==> src/rtl/ceyloniac_pkg.sv <==
// Shared ceyloniac definitions: bus widths, loader state encoding and the
// default RAM address of the first loaded program word.
package ceyloniac_pkg;

    localparam int CEY_RAM_ADDR_WIDTH = 16;
    localparam int CEY_RAM_DATA_WIDTH = 32;
    localparam int LOAD_BASE_DEFAULT  = 1;
    localparam int BYTES_PER_WORD     = 4;

    typedef enum logic [2:0] {
        ST_IDLE,
        ST_LEN,
        ST_DATA,
        ST_WRITE,
        ST_DONE,
        ST_ERR
    } loader_state_t;

    // A word count is usable only if it is non-zero and every word fits
    // between the load base and the top of the RAM address space.
    function automatic logic count_in_range(input logic [15:0] count,
                                            input int         addr_width,
                                            input int         load_base);
        logic [32:0] limit;
        logic [32:0] count_ext;
        limit     = (33'd1 << addr_width) - 33'(load_base);
        count_ext = {17'd0, count};
        return (count != 16'd0) && (count_ext <= limit);
    endfunction

endpackage

==> src/rtl/program_loader_word_assembler.sv <==
// Collects four serial bytes MSB-first into a 32-bit word and flags the
// byte that completes the word.
module word_assembler
    import ceyloniac_pkg::*;
(
    input  logic        clk,
    input  logic        reset,
    input  logic        clear,
    input  logic        shift_en,
    input  logic [7:0]  byte_in,
    output logic [31:0] word,
    output logic [15:0] word_next_low,
    output logic        word_complete
);

    logic [1:0] byte_cnt;

    // The low half of the word as it will look once the current byte is
    // shifted in; the loader needs it on the same edge to judge the count.
    assign word_next_low = {word[7:0], byte_in};
    assign word_complete = shift_en && (byte_cnt == 2'd3);

    always_ff @(posedge clk) begin
        if (reset) begin
            byte_cnt <= 2'd0;
            word     <= 32'd0;
        end else if (clear) begin
            byte_cnt <= 2'd0;
        end else if (shift_en) begin
            word     <= {word[23:0], byte_in};
            byte_cnt <= byte_cnt + 2'd1;
        end
    end

endmodule

==> src/rtl/program_loader.sv <==
// Serial program loader: takes a word count and program words over a byte
// stream, writes them into processor RAM, then releases the core to run.
module program_loader
    import ceyloniac_pkg::*;
#(
    parameter int RAM_ADDR_WIDTH = CEY_RAM_ADDR_WIDTH,
    parameter int RAM_DATA_WIDTH = CEY_RAM_DATA_WIDTH,
    parameter int LOAD_BASE      = LOAD_BASE_DEFAULT
) (
    input  logic                      clk,
    input  logic                      reset,
    input  logic                      start,
    input  logic [7:0]                byte_in,
    input  logic                      byte_valid,
    output logic                      byte_ready,
    output logic                      ram_external_control_enable,
    output logic                      external_ram_enable,
    output logic                      external_ram_write_enable,
    output logic                      external_ram_read_enable,
    output logic [RAM_ADDR_WIDTH-1:0] external_ram_addr,
    output logic [RAM_DATA_WIDTH-1:0] external_ram_write_data,
    output logic                      core_reset,
    output logic                      control_enable,
    output logic                      pc_enable,
    output logic                      ram_enable,
    output logic                      busy,
    output logic                      done,
    output logic                      error
);

    loader_state_t             state;
    loader_state_t             next_state;
    logic [15:0]               words_left;
    logic [RAM_ADDR_WIDTH-1:0] addr_q;
    logic [31:0]               assembled_word;
    logic [15:0]               word_next_low;
    logic                      word_complete;
    logic                      byte_accept;
    logic                      start_ok;

    assign byte_accept = byte_valid && byte_ready;
    assign start_ok    = start && ((state == ST_IDLE) || (state == ST_DONE) ||
                                   (state == ST_ERR));

    word_assembler u_word_assembler (
        .clk           (clk),
        .reset         (reset),
        .clear         (start_ok),
        .shift_en      (byte_accept),
        .byte_in       (byte_in),
        .word          (assembled_word),
        .word_next_low (word_next_low),
        .word_complete (word_complete)
    );

    always_ff @(posedge clk) begin
        if (reset) begin
            state      <= ST_IDLE;
            words_left <= 16'd0;
            addr_q     <= '0;
        end else begin
            state <= next_state;
            if (start_ok) begin
                addr_q     <= RAM_ADDR_WIDTH'(LOAD_BASE);
                words_left <= 16'd0;
            end
            if ((state == ST_LEN) && word_complete) begin
                words_left <= word_next_low;
            end
            if (state == ST_WRITE) begin
                addr_q     <= addr_q + 1'b1;
                words_left <= words_left - 16'd1;
            end
        end
    end

    always_comb begin
        next_state = state;
        case (state)
            ST_IDLE, ST_DONE, ST_ERR: begin
                if (start) next_state = ST_LEN;
            end
            ST_LEN: begin
                if (word_complete) begin
                    if (count_in_range(word_next_low, RAM_ADDR_WIDTH, LOAD_BASE))
                        next_state = ST_DATA;
                    else
                        next_state = ST_ERR;
                end
            end
            ST_DATA: begin
                if (word_complete) next_state = ST_WRITE;
            end
            ST_WRITE: begin
                next_state = (words_left == 16'd1) ? ST_DONE : ST_DATA;
            end
            default: next_state = ST_IDLE;
        endcase
    end

    // The core is held in reset everywhere except DONE, so a fresh start
    // from DONE stops the previously loaded program on the same edge.
    always_comb begin
        byte_ready                  = 1'b0;
        ram_external_control_enable = 1'b0;
        external_ram_enable         = 1'b0;
        external_ram_write_enable   = 1'b0;
        core_reset                  = 1'b1;
        control_enable              = 1'b0;
        pc_enable                   = 1'b0;
        ram_enable                  = 1'b0;
        busy                        = 1'b0;
        done                        = 1'b0;
        error                       = 1'b0;
        case (state)
            ST_LEN, ST_DATA: begin
                byte_ready                  = 1'b1;
                ram_external_control_enable = 1'b1;
                busy                        = 1'b1;
            end
            ST_WRITE: begin
                ram_external_control_enable = 1'b1;
                external_ram_enable         = 1'b1;
                external_ram_write_enable   = 1'b1;
                busy                        = 1'b1;
            end
            ST_DONE: begin
                core_reset     = 1'b0;
                control_enable = 1'b1;
                pc_enable      = 1'b1;
                ram_enable     = 1'b1;
                done           = 1'b1;
            end
            ST_ERR: begin
                error = 1'b1;
            end
            default: ;
        endcase
    end

    assign external_ram_read_enable = 1'b0;
    assign external_ram_addr        = addr_q;
    assign external_ram_write_data  = RAM_DATA_WIDTH'(assembled_word);

endmodule

==> config.mk <==
export PLATFORM = sky130hd
export DESIGN_NAME = program_loader
export DESIGN_NICKNAME = d
export VERILOG_FILES = /design/src/rtl/ceyloniac_pkg.sv /design/src/rtl/program_loader_word_assembler.sv /design/src/rtl/program_loader.sv
export SDC_FILE = /design/constraint.sdc
export NUM_CORES = 1
export LEC_CHECK = 0
export CAP_MARGIN = 10
export CELL_PAD_IN_SITES_DETAIL_PLACEMENT = 0
export CELL_PAD_IN_SITES_GLOBAL_PLACEMENT = 1
export CORE_AREA = 2 2 100 102
export DETAILED_ROUTE_END_ITERATION = 12
export DIE_AREA = 0 0 102 104
export GPL_TIMING_DRIVEN = 0
export PLACE_DENSITY_LB_ADDON = 0.2
export REMOVE_ABC_BUFFERS = 1
export SLEW_MARGIN = 20
export SYNTH_ARGS = -nofsm -noshare
export SYNTH_HDL_FRONTEND = slang
export SYNTH_HIERARCHICAL = 1
export SYNTH_SLANG_ARGS = --single-unit
==> constraint.sdc <==
create_clock -name clk -period 3.2 [get_ports clk]
set_clock_uncertainty 0.2 [all_clocks]
set_input_delay 0.64 -clock clk [delete_from_list [all_inputs] [get_ports clk]]
set_output_delay 0.64 -clock clk [all_outputs]
set_load 0.01 [all_outputs]
Run 1, track usage over the die:
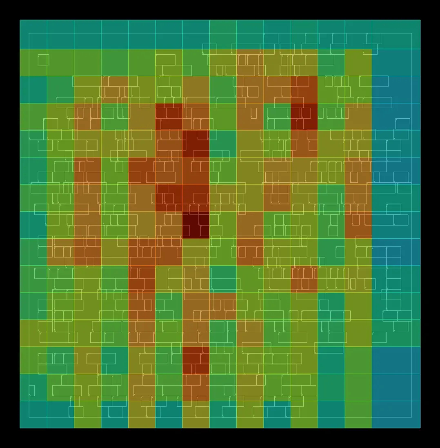
met1 usage: 25.5%
final core occ: 46.6%
met3 global-route usage: 3.90%

Run 1, I/O nets highlighted:
The bar under the picture is 20 um long.
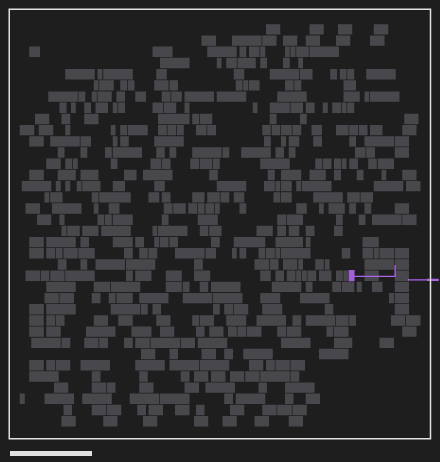
Purple shows ram_external_control_enable, bits 1, direction output, edge right, end cells 1, wire 18.3 um.
num ports: 72
port bufs: 70

==> flow_metrics.py, run 1 <==
# Synthesis and PnR figures
metrics = {
    "cells_and_area": {
        "nFillCells": 967,
        "nNetsFinal": 463,
        "combGateArea_um2": 1960,
        "layout_top_cell": "clkdlybuf4s50_1",
        "fin_area_um2": 4450,
        "layout-drive-gt1-share_pct": 7.76,
        "regMostFlops": "u_word_assembler/word",
        "ff_latch_area_um2": 1380,
        "area_growth_pct": 21.4,
        "n_antenna_cell": 0,
        "layout.cells.non_filler": 584,
    },
    "cts": {
        "cts_resized": 2,
        "cts_root_buf": "clkbuf_8",
        "cts_sinks": 69,
        "insertion_delay_ns": 0.36,
        "h-tree-depth": 3,
        "clockBufferDepth": 2,
        "cts_buffers": 9,
        "hold_buffers": 0,
        "path_clk_slew_ns": 0.08,
    },
    "timing": {
        "finalCritPeriodShare_pct": 94.6,
        "setup_viol": 0,
        "slew_violations": 0,
        "max_freq_mhz": 330,
        "min_period_ns": 3.03,
        "setup_tns_ns": 0,
        "tightest_slew_ns": 0.858,
        "relSlewSlack_pct": 42.5,
    },
    "route": {
        "drtIter0Drc": 148,
        "top_layer": "met4",
        "drtAntennaViolNets": 0,
        "drc": 0,
        "vias": 3153,
        "drt_wl_total_mm": 9.47,
        "dr_wl_met3_um": 400,
        "wire_per_inst_um": 16.2,
    },
    "global_routing": {
        "antenna_found_initial": 0,
        "use_met2_pct": 27.3,
        "grt_pass1_vias": 2938,
        "grt_pass1_wl_mm": 15.3,
        "grt.total_usage_pct": 18.1,
        "grt_overflow_total": 0,
        "top_usage_layer": "met2",
    },
    "power": {
        "pwr-share-seq_pct": 52.9,
        "combPwrFrac_pct": 7.4,
        "power_clock_mw": 0.656,
        "p_sw_mw": 0.435,
        "internal-power_mw": 1.22,
        "fin_total_pwr_mw": 1.65,
        "leakage_nw": 1.51,
        "p_clk_share_pct": 39.6,
    },
    "yosys": {
        "synth_dominant_cell_count": "dfxtp_1",
        "postSynthSeqShare_pct": 37.7,
        "ys.flops": 69,
        "common_cells": "dfxtp_1, nand2b_1, nor2_1",
        "ys_types": 57,
        "syn_area_um2": 3670,
        "yosysWarnings": 6,
        "edf_count": 0,
        "synthCells": 415,
        "yosys_cells": 415,
        "top_cells_by_area": "dfxtp_1, mux2i_1, nand2b_1",
        "ys_area_um2": 3670,
    },
    "critical_path": {
        "crit_start": "state[2]$_SDFFE_PP0P_",
        "reg2reg_depth": 8,
        "r2r-start": "state[0]$_SDFFE_PP0P_",
        "critPathKind": "register to primary output",
        "critPathArrivalTime_ns": 2.19,
        "critPathSlowestCell": "clkdlybuf4s50_1",
        "cp-end-kind": "primary output",
        "crit_required_ns": 2.36,
        "crit_fanout": 21,
        "r2r_end": "words_left[8]$_SDFFE_PP0P_",
    },
    "worst_hold_path": {
        "hold_path_depth": 2,
        "min_to": "u_word_assembler/word[30]$_SDFFE_PP0P_",
    },
    "run": {
        "drv_cap": 0,
        "warnings": 26,
    },
    "floorplan": {
        "chipArea_um2": 10600,
        "die_w_um": 102,
        "dieHeight_um": 104,
        "initial_core_util_pct": 38.4,
        "rows": 36,
    },
    "run_status": {
        "status": "completed",
    },
    "place": {
        "place_area_um2": 4230,
        "placedCellCount": 566,
        "routabilityCongestion": 0.791,
        "post-place-ws_ns": -0.685,
    },
}
Run 1, metal 1:
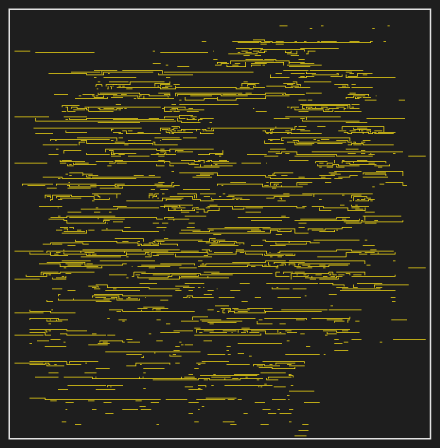
The wires run mostly horizontal. The layer carries 4520 um of wire. The longest straight run is 37.3 um. The layer holds 48% of the routed length.

## run 1: critical path: cells and delay by family (launching register included)
kind	cells	cell delay (ns)
AND/OR/NAND/NOR	1	0.27
buffers and inverters	2	1.00
flip-flops	1	0.56
## run 1: cells by family after synthesis
family / synth area share (%)
muxes: 8.67
other: 0.102
DFF: 37.7
xor gates and xnor gates: 1.43
AOI/OAI and AO/OA: 13.8
adders and majority gates: 1.37
buffers and inverters: 9.59
and+or+nand+nor: 27.3
## run 1: final cells by class
cell class / instances / share of cell area, %
multi-input combinational: 285 / 44.1
timing repair buffer: 72 / 16.3
clock buffer: 10 / 3.09
sequential: 69 / 31.1
clock inverter: 5 / 0.815
inverter: 10 / 0.928
tap: 133 / 3.74
Run 1, sequential cells grouped by signal name:
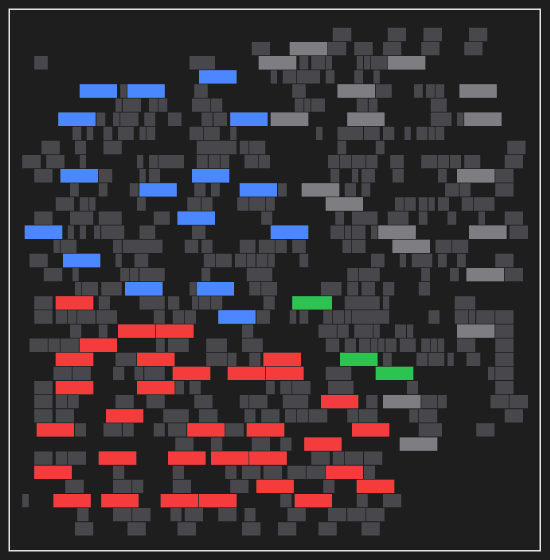

--- run 2 (diff from run 1) ---
- CELL_PAD_IN_SITES_GLOBAL_PLACEMENT: 1 -> 2
- CORE_AREA: 2 2 100 102 -> 2 2 112 114
- DIE_AREA: 0 0 102 104 -> 0 0 114 116
Run 2, sequential cells grouped by signal name:
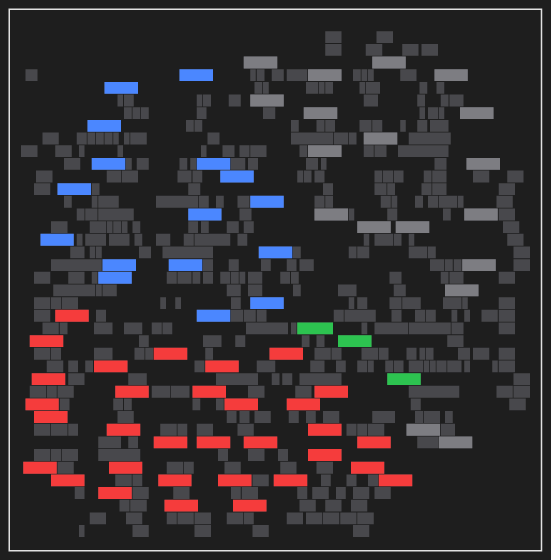
Blue shows words_left, flops 16. Green shows state, flops 3. Red shows u_word_assembler/word, flops 32.

==> run 2 against run 1 <==
  * Hold slack got worse by 0.0022 ns
  * First-iteration DRC count rose by 37%
  * Clock power rose by 92%
  * Final cell count rose by 2.9%
  * Die size rose by 25%
==> flow_metrics.py, run 2 <==
# Synthesis and PnR figures
metrics = {
    "critical_path": {
        "reg2reg_depth": 4,
        "critPathArrivalTime_ns": 2.99,
        "critPathSlowestCell": "nor2b_1",
        "crit_start": "state[0]$_SDFFE_PP0P_",
        "crit_family": "simple AND/OR/NAND/NOR gates",
        "cp.buffers_inverters": 0,
        "cp-end-kind": "register",
        "critPathKind": "register to register",
    },
    "place": {
        "placedCellCount": 580,
        "place_area_um2": 4250,
        "post-place-ws_ns": -0.800,
        "routabilityCongestion": 0.745,
        "io_buffer_count": 70,
    },
    "cells_and_area": {
        "logic_gates": 285,
        "layout.cells.non_filler": 601,
        "fin_area_um2": 4680,
        "layout_top_cell": "clkdlybuf4s50_1",
        "area_growth_pct": 27.6,
        "signal_buffers": 73,
        "n_all_inverters": 11,
        "comb_area_share_pct": 41.9,
        "buffer_area_share_pct": 15.7,
        "n_antenna_cell": 0,
        "nFillCells": 1231,
    },
    "route": {
        "wire_per_inst_um": 17.4,
        "drtAntennaViolNets": 0,
        "drtIter0Drc": 203,
    },
    "yosys": {
        "synth_compound_gate_area_share_pct": 13.8,
        "ys_top_logic_family": "simple AND/OR/NAND/NOR gates",
        "edf_count": 0,
        "ys_sh_mux_pct": 8.67,
        "syn_area_um2": 3670,
        "yosysWarnings": 6,
        "xor_share_pct": 1.43,
        "common_cells": "dfxtp_1, nand2b_1, nor2_1",
        "ys_area_um2": 3670,
        "synthCells": 415,
    },
    "timing": {
        "setup_viol": 0,
        "tightest_slew_ns": 0.919,
        "min_period_ns": 2.92,
        "finalCritPeriodShare_pct": 91.2,
        "relSlewSlack_pct": 38.4,
        "setup_tns_ns": 0,
    },
    "global_routing": {
        "grt.total_usage_pct": 16.5,
        "top_usage_layer": "met2",
        "use_met2_pct": 25.6,
        "grt_pass1_vias": 3052,
        "antenna_found_initial": 0,
    },
    "power": {
        "combPwrFrac_pct": 5.5,
        "p_clk_share_pct": 55.6,
        "leakage_nw": 1.61,
        "p_sw_mw": 0.477,
        "pwr-share-seq_pct": 38.8,
    },
    "floorplan": {
        "rows": 40,
        "die_w_um": 114,
        "io_pins": 72,
    },
    "run_status": {
        "status": "completed",
    },
    "worst_hold_path": {
        "hold_path_depth": 2,
    },
    "cts": {
        "cts_sinks": 69,
        "insertion_delay_ns": 0.34,
        "h-tree-depth": 3,
        "cts_root_buf": "clkbuf_16",
    },
    "run": {
        "warnings": 26,
    },
}
-- run 2: what timing repair did --
action                                  4_1_cts  5_1_grt
cloned                                        1        1
pin swaps                                     1        0
resized                                       1        3
setup buffers                                 2        1
endpoints found under the setup margin       10       50
-- run 2: worst min-delay path: stages, from the launching register on --
cell	delay (ns)
dfxtp_1	0.31
nand2b_1	0.06
mux2i_1	0.06
-- run 2: power by group through the flow --
| stage | combinational [mW] | sequential, mW | clock (mW) |
|---|---|---|---|
| 2_1_floorplan | 0.0562 | 0.895 | 0 |
| 3_3_place_gp | 0.127 | 0.896 | 0 |
| 3_5_place_dp | 0.125 | 0.896 | 0 |
| 4_1_cts | 0.126 | 0.877 | 1.29 |
| 5_1_grt | 0.136 | 0.878 | 1.32 |
| 6_report | 0.125 | 0.877 | 1.26 |
Power figures rest on the tool's default switching activity, not on a simulated workload.
